**src/rtl/hdmi_period_sequencer.sv**
```systemverilog
// hdmi_period_sequencer: chooses the TMDS period, control bits and packet timing for every pixel clock.
module hdmi_period_sequencer #(
  parameter int PRE_LEN  = 8,
  parameter int GB_LEN   = 2,
  parameter int PKT_LEN  = 32,
  parameter int MAX_PKTS = 18,
  parameter int CTL_MIN  = 12,
  parameter int CNT_W    = 12,
  parameter int DVI_MODE = 0
) (
  input  logic       I_CLK_PIXEL,
  input  logic       I_RESET_N,
  input  logic       I_DE,
  input  logic       I_PKT_VALID,
  output logic       O_PKT_START,
  output logic [4:0] O_PKT_IDX,
  output logic [2:0] O_PERIOD,
  output logic [3:0] O_CTL,
  output logic       O_ABORT
);
  typedef enum logic [2:0] {
    CTRL        = 3'b000,
    VID         = 3'b001,
    VID_PRE     = 3'b010,
    VID_GB      = 3'b011,
    DI_PRE      = 3'b100,
    DI_GB_LEAD  = 3'b101,
    DI_GB_TRAIL = 3'b110,
    DI_PKT      = 3'b111
  } state_t;
  localparam int NW = $clog2(MAX_PKTS + 1);
  localparam logic [CNT_W-1:0] SAT      = '1;
  localparam logic [CNT_W-1:0] ISL_NEED = CNT_W'(PRE_LEN + 2 * GB_LEN + PKT_LEN + CTL_MIN);
  localparam logic [CNT_W-1:0] PKT_NEED = CNT_W'(PKT_LEN + GB_LEN + CTL_MIN);
  localparam logic [CNT_W-1:0] CTL_NEED = CNT_W'(CTL_MIN);
  localparam logic [7:0] PRE_END = 8'(PRE_LEN - 1);
  localparam logic [7:0] GB_END  = 8'(GB_LEN - 1);
  localparam logic [4:0] PKT_END = 5'(PKT_LEN - 1);
  localparam logic [NW-1:0] PKT_MAX = NW'(MAX_PKTS);
  state_t state_q, state_d;
  logic de_q;
  logic [CNT_W-1:0] b_q, b_d, l_q, l_d, c_q, c_d;
  logic [CNT_W:0] rem;
  logic fits_isl, fits_pkt, in_vid;
  logic [7:0] cnt_q, cnt_d;
  logic [4:0] idx_q, idx_d;
  logic [NW-1:0] n_q, n_d;
  logic [2:0] period_q, period_d;
  logic [3:0] ctl_q, ctl_d;
  logic start_q, start_d, abort_q, abort_d;
  // Remaining blank is L - B; a borrow into the top bit means the line is already overdue.
  assign rem = {1'b0, l_q} - {1'b0, b_q};
  assign fits_isl = !rem[CNT_W] && rem[CNT_W-1:0] >= ISL_NEED;
  assign fits_pkt = !rem[CNT_W] && rem[CNT_W-1:0] >= PKT_NEED;
  assign in_vid = state_q == VID_PRE || state_q == VID_GB || state_q == VID;
  assign b_d = I_DE ? b_q : de_q ? '0 : b_q == SAT ? b_q : b_q + 1'b1;
  assign l_d = (I_DE && !de_q) ? b_q : l_q;
  // C restarts on every return to control so a trailing guard band also earns CTL_MIN clocks.
  assign c_d = state_q != CTRL ? '0 : c_q == SAT ? c_q : c_q + 1'b1;
  always_comb begin
    state_d = state_q;
    cnt_d   = cnt_q + 8'd1;
    idx_d   = '0;
    n_d     = n_q;
    start_d = 1'b0;
    abort_d = 1'b0;
    if (I_DE && !in_vid) begin
      state_d = VID_PRE;
      cnt_d   = '0;
      abort_d = state_q[2];
    end else begin
      case (state_q)
        CTRL: if (I_PKT_VALID && DVI_MODE == 0 && b_q >= CTL_NEED && c_q >= CTL_NEED && fits_isl) begin
          state_d = DI_PRE;
          cnt_d   = '0;
        end
        VID_PRE: if (cnt_q == PRE_END) begin
          state_d = VID_GB;
          cnt_d   = '0;
        end
        VID_GB: if (cnt_q == GB_END) state_d = VID;
        VID: if (!I_DE) state_d = CTRL;
        DI_PRE: if (cnt_q == PRE_END) begin
          state_d = DI_GB_LEAD;
          cnt_d   = '0;
        end
        DI_GB_LEAD: if (cnt_q == GB_END) begin
          state_d = DI_PKT;
          start_d = 1'b1;
          n_d     = NW'(1);
        end
        DI_PKT: begin
          idx_d = idx_q + 5'd1;
          if (idx_q == PKT_END) begin
            idx_d = '0;
            if (I_PKT_VALID && n_q < PKT_MAX && fits_pkt) begin
              start_d = 1'b1;
              n_d     = n_q + 1'b1;
            end else begin
              state_d = DI_GB_TRAIL;
              cnt_d   = '0;
            end
          end
        end
        DI_GB_TRAIL: if (cnt_q == GB_END) state_d = CTRL;
        default: state_d = CTRL;
      endcase
    end
  end
  // DVI keeps the video lead-in timing but shows it to the encoders as plain control.
  assign period_d = (DVI_MODE != 0 && (state_d == VID_PRE || state_d == VID_GB)) ? 3'b000 : state_d;
  assign ctl_d = state_d == DI_PRE ? 4'b0101 : (state_d == VID_PRE && DVI_MODE == 0) ? 4'b0001 : 4'b0000;
  always_ff @(posedge I_CLK_PIXEL) begin
    if (!I_RESET_N) begin
      state_q  <= CTRL;
      de_q     <= 1'b0;
      b_q      <= '0;
      l_q      <= '0;
      c_q      <= '0;
      cnt_q    <= '0;
      idx_q    <= '0;
      n_q      <= '0;
      period_q <= '0;
      ctl_q    <= '0;
      start_q  <= 1'b0;
      abort_q  <= 1'b0;
    end else begin
      state_q  <= state_d;
      de_q     <= I_DE;
      b_q      <= b_d;
      l_q      <= l_d;
      c_q      <= c_d;
      cnt_q    <= cnt_d;
      idx_q    <= idx_d;
      n_q      <= n_d;
      period_q <= period_d;
      ctl_q    <= ctl_d;
      start_q  <= start_d;
      abort_q  <= abort_d;
    end
  end
  assign O_PERIOD    = period_q;
  assign O_CTL       = ctl_q;
  assign O_PKT_START = start_q;
  assign O_PKT_IDX   = idx_q;
  assign O_ABORT     = abort_q;
endmodule

```
**config.mk**
```make
export PLATFORM = sky130hd
export DESIGN_NAME = hdmi_period_sequencer
export DESIGN_NICKNAME = d
export VERILOG_FILES = /design/src/rtl/hdmi_period_sequencer.sv
export SDC_FILE = /design/constraint.sdc
export NUM_CORES = 1
export LEC_CHECK = 0
export CORE_AREA = 3 3 94 96
export DETAILED_ROUTE_END_ITERATION = 12
export DIE_AREA = 0 0 97 99
export PLACE_DENSITY = 0.68
export SYNTH_ARGS = -nofsm -noshare
export SYNTH_HDL_FRONTEND = slang
export SYNTH_SLANG_ARGS = --single-unit
```
**constraint.sdc**
```tcl
create_clock -name I_CLK_PIXEL -period 3.1 [get_ports I_CLK_PIXEL]
set_clock_uncertainty 0.15 [all_clocks]
set_input_delay 0.465 -clock I_CLK_PIXEL [delete_from_list [all_inputs] [get_ports I_CLK_PIXEL]]
set_output_delay 0.465 -clock I_CLK_PIXEL [all_outputs]
set_load 0.03 [all_outputs]
```
==> highlights.md, run 1 <==
### Clock network
* **post_cts resized** 17
* **clock latency of the later-clocked register in the worst-skew pair** 0.34 ns

### Worst setup path
* **Max stage delay cell, worst path** or3b_4
* **cell with the most instances on the worst path** a211oi_4
* **Worst setup EP type** register
* **kind of cell adding the most delay to the critical path** AND-OR/OR-AND gates

### Global route
* **antenna violations before repair** 0
* **busiest metal layer after global routing** met2

### Cells and area
* **count of buffers not belonging to the clock network in the layout** 56
* **Logic area** 0.00239 mm2
* **multi-input logic portion of the cell area** 0.530
* **area growth from synthesis to layout** 24.7%

### Outcome
* **status** complete, but fails checks
* **failing checks** setup timing

### Synthesis
* **cell accounting for the most synthesized area** dfxtp_1
* **area share, top type** 0.343

### Route
* **wire length on met1** 4.00 mm

### Power
* **Int Pwr** 0.00130 W
* **seq pwr** 0.000817 W
* **fraction of power spent switching nets** 0.259

### STA
* **Final Slew Violations** 0
* **final number of setup-violating endpoints** 10
* **smallest setup slack after layout** -0.130 ns
* **final worst hold slack** 0.312 ns

### Placed design
* **worst slack after detailed placement** -0.179 ns

-- run 1: logic make-up after synthesis --
group,count (synthesis),synth area share
xor gates and xnor gates,27,0.0653
adders and majority gates,23,0.0809
other,1,0.00104
AOI/OAI and AO/OA,107,0.195
DFF,62,0.343
and+or+nand+nor,193,0.265
muxes,2,0.00588
buffers and inverters,39,0.0442
-- run 1: worst reg2reg max path, stage by stage (launching register included) --
cell	delay, ns
dfxtp_2	0.34
inv_2	0.05
ha_4	0.15
fa_2	0.34
nand2b_4	0.17
a211oi_4	0.35
o21ba_4	0.18
o21ai_2	0.06
or3b_4	0.43
a211oi_4	0.29
buf_4	0.17
o31ai_4	0.07
o21ai_4	0.17
buf_12	0.15
a21oi_1	0.06
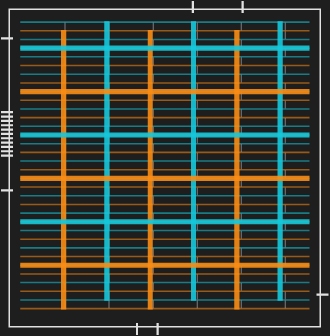
run_1/pdn.png
Pins as bars on the die edge. Tap cells in grey.
| colour | net |
|---|---|
| orange | VSS |
| cyan | VDD |
met1 rails: 34
rows: 33
VDD IR-drop max: 306 uV
Die W: 97 um
area of the core region: 0.00813 mm2
die height: 99 um

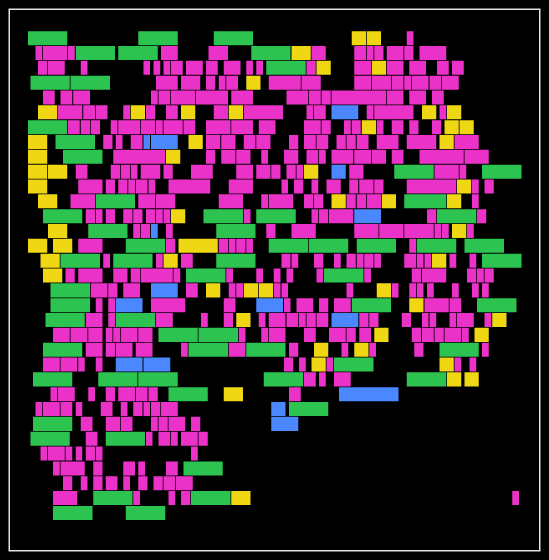
run_1/cell_classes.png
| colour | class | cells |
|---|---|---|
| yellow | other buffers and delay cells | 56 |
| blue | clock drivers and dummy loads | 15 |
| green | flip-flops | 62 |
| magenta | all other logic | 378 |
count of standard-cell rows: 33
post-route design area: 0.00452 mm2
final core occ: 0.555
sequential share of cell area: 0.275

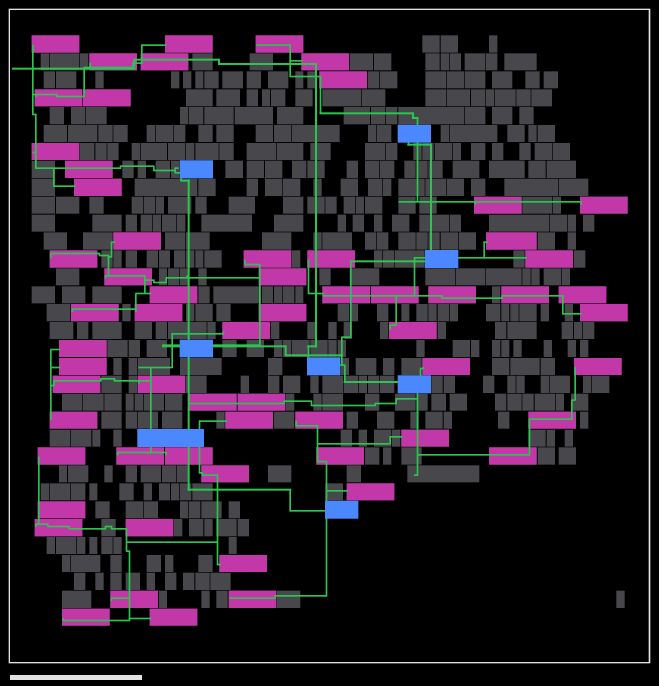
run_1/clock_map.png
The bar under the picture is 20 um long.
[green] clock wires | length: 935 um
[blue] cells driving clock nets | count: 9
[magenta] flip-flops | count: 62
flops lie: spread over the die
routed clock nets: 10

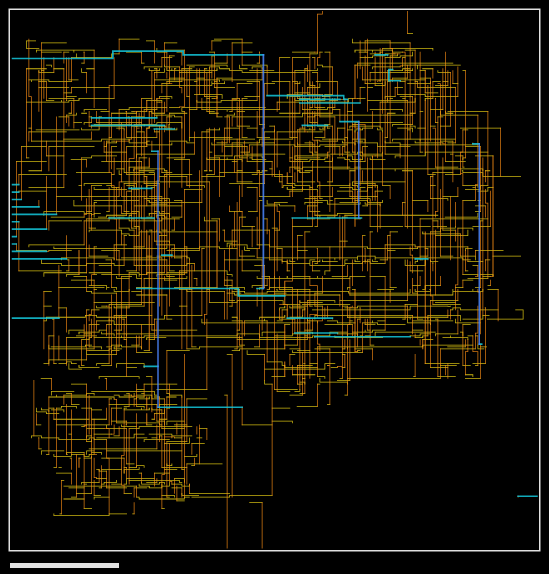
run_1/metal_stack.png
The bar under the picture is 20 um long.
| colour | layer | wire length |
|---|---|---|
| blue | met4 | 144 um |
| yellow | met1 | 4,000 um |
| orange | met2 | 4,140 um |
| cyan | met3 | 292 um |
total wire length after detailed routing: 8.58 mm
overall routing resource usage: 0.185
WL/cell: 13.9 um
via count: 3,326

==> run 2: changes to the inputs <==
--- a/config.mk
+++ b/config.mk
@@ -5,10 +5,12 @@
 export SDC_FILE = /design/constraint.sdc
 export NUM_CORES = 1
 export LEC_CHECK = 0
-export CORE_AREA = 3 3 94 96
+export CELL_PAD_IN_SITES_DETAIL_PLACEMENT = 1
+export CELL_PAD_IN_SITES_GLOBAL_PLACEMENT = 1
+export CORE_AREA = 2 2 97 99
 export DETAILED_ROUTE_END_ITERATION = 12
-export DIE_AREA = 0 0 97 99
-export PLACE_DENSITY = 0.68
+export DIE_AREA = 0 0 99 101
+export PLACE_DENSITY = 0.79
 export SYNTH_ARGS = -nofsm -noshare
 export SYNTH_HDL_FRONTEND = slang
 export SYNTH_SLANG_ARGS = --single-unit
==> highlights.md, run 2 <==
### Power
* **fraction of power spent switching nets** 0.283, was 0.259
* **Int Pwr** 0.00120 W, was 0.00130 W
* **seq pwr** 0.000816 W, was 0.000817 W
* **portion of total power attributed to sequential cells** 0.488, was 0.466
* **VDD IR-drop max** 238 uV, was 306 uV

### Synthesis
* **area fraction in compound gates** 0.195, unchanged
* **area fraction in and, or, nand and nor cells** 0.265, unchanged
* **XOR/XNOR Fraction of Synth Area** 0.0653, unchanged
* **MUX area fraction** 0.00588, unchanged
* **fraction of the mapped netlist area in adder cells** 0.0809, unchanged
* **cell accounting for the most synthesized area** dfxtp_1, unchanged
* **top logic cell family in the synthesized netlist** simple AND/OR/NAND/NOR gates, unchanged
* **area share, top type** 0.343, unchanged

### Clock network
* **post_cts resized** 16, was 17
* **clock latency of the later-clocked register in the worst-skew pair** 0.34 ns, about the same

### Worst setup path
* **largest stage delay on the critical path** 0.43 ns, about the same
* **Max stage delay cell, worst path** or3b_4, unchanged
* **CP Depth** 13, was 14
* **Worst setup EP type** register, unchanged
* **kind of cell adding the most delay to the critical path** AND-OR/OR-AND gates, unchanged
* **cell with the most instances on the worst path** a211oi_4, unchanged

### Cells and area
* **number of antenna cells inserted** 0, unchanged
* **area growth from synthesis to layout** 24.2%, was 24.7%
* **commonest non-fill, non-tap cells in the layout** dfxtp_1 (60), nand2_1 (57), nor2_1 (41), buf_4 (40), a21oi_1 (39), was dfxtp_1 (61), nand2_1 (57), nor2_1 (42), buf_4 (40), a21oi_1 (38)

### STA
* **Final Slew Violations** 0, unchanged
* **smallest setup slack after layout** -0.158 ns, was -0.130 ns
* **fin crit share** 1.05, was 1.04
* **final number of setup-violating endpoints** 16, was 10

### Placed design
* **worst slack after detailed placement** -0.192 ns, was -0.179 ns

### Global route
* **antenna violations before repair** 0, unchanged

### Outcome
* **status** complete, but fails checks, unchanged
* **failing checks** setup timing, unchanged

### Route
* **wire length on met1** 4.43 mm, was 4.00 mm
* **highest routed layer** met4, unchanged
* **via count** 3,451, was 3,326

### Die
* **total die size** 0.0100 mm2, was 0.00960 mm2
* **area of the core region** 0.00898 mm2, was 0.00813 mm2

run 2: per-stage QoR:
| step | cells | utilization | hold WS, ns | TNS, ns | area, um2 |
|---|---|---|---|---|---|
| global placement | 602 | 0.460 | 0.302 | -0.939 | 4130 |
| floorplan | 455 | - | 0.286 | 0 | 3640 |
| global route | 623 | 0.501 | 0.343 | -3.47 | 4500 |
| CTS | 620 | 0.488 | 0.313 | -0.757 | 4380 |
| detailed placement | 602 | 0.460 | 0.303 | -2.25 | 4130 |
| finish | 623 | 0.501 | 0.314 | -1.65 | 4500 |
run 2: cell type report:
cell class              count  area (um2)  share of cell area
flip-flops and latches     62        1240               0.277
clock buffers              10         128              0.0284
inverters                  24        90.1              0.0200
multi-input cells         354        2390               0.533
repair buffers             56         462               0.103
clock inverters             6        38.8             0.00863
well taps                 111         139              0.0309
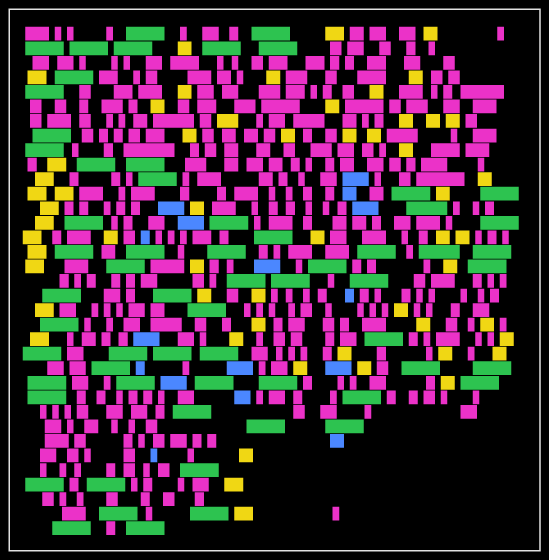
run_2/cell_classes.png
| colour | class | cells |
|---|---|---|
| magenta | all other logic | 378 |
| blue | clock drivers and dummy loads | 16 |
| green | flip-flops | 62 |
| yellow | other buffers and delay cells | 56 |

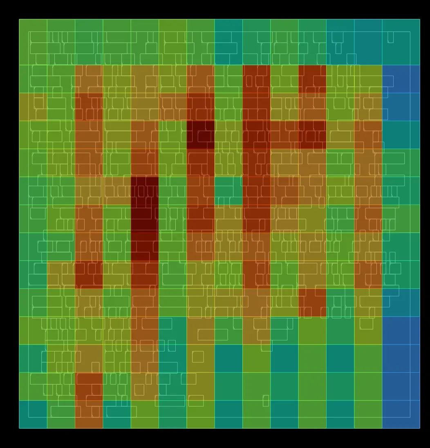
run_2/final_congestion.png
met3 track demand over resource: 0.0298
WL/cell: 16.3 um
busiest metal layer after global routing: met2
overall routing resource usage: 0.208

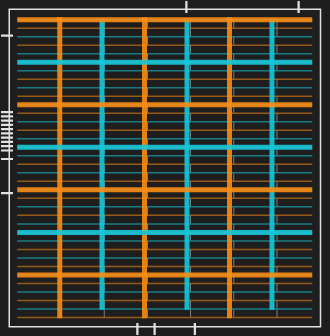
run_2/pdn.png
Pins as bars on the die edge. Tap cells in grey.
| colour | net |
|---|---|
| cyan | VDD |
| orange | VSS |
met1 rails: 36
met4 straps: 6
signal pins: 18
met5 straps: 7
rows: 35
Die W: 99 um
die height: 101 um

No activity file was given, so power comes from the tool's default toggle rates.
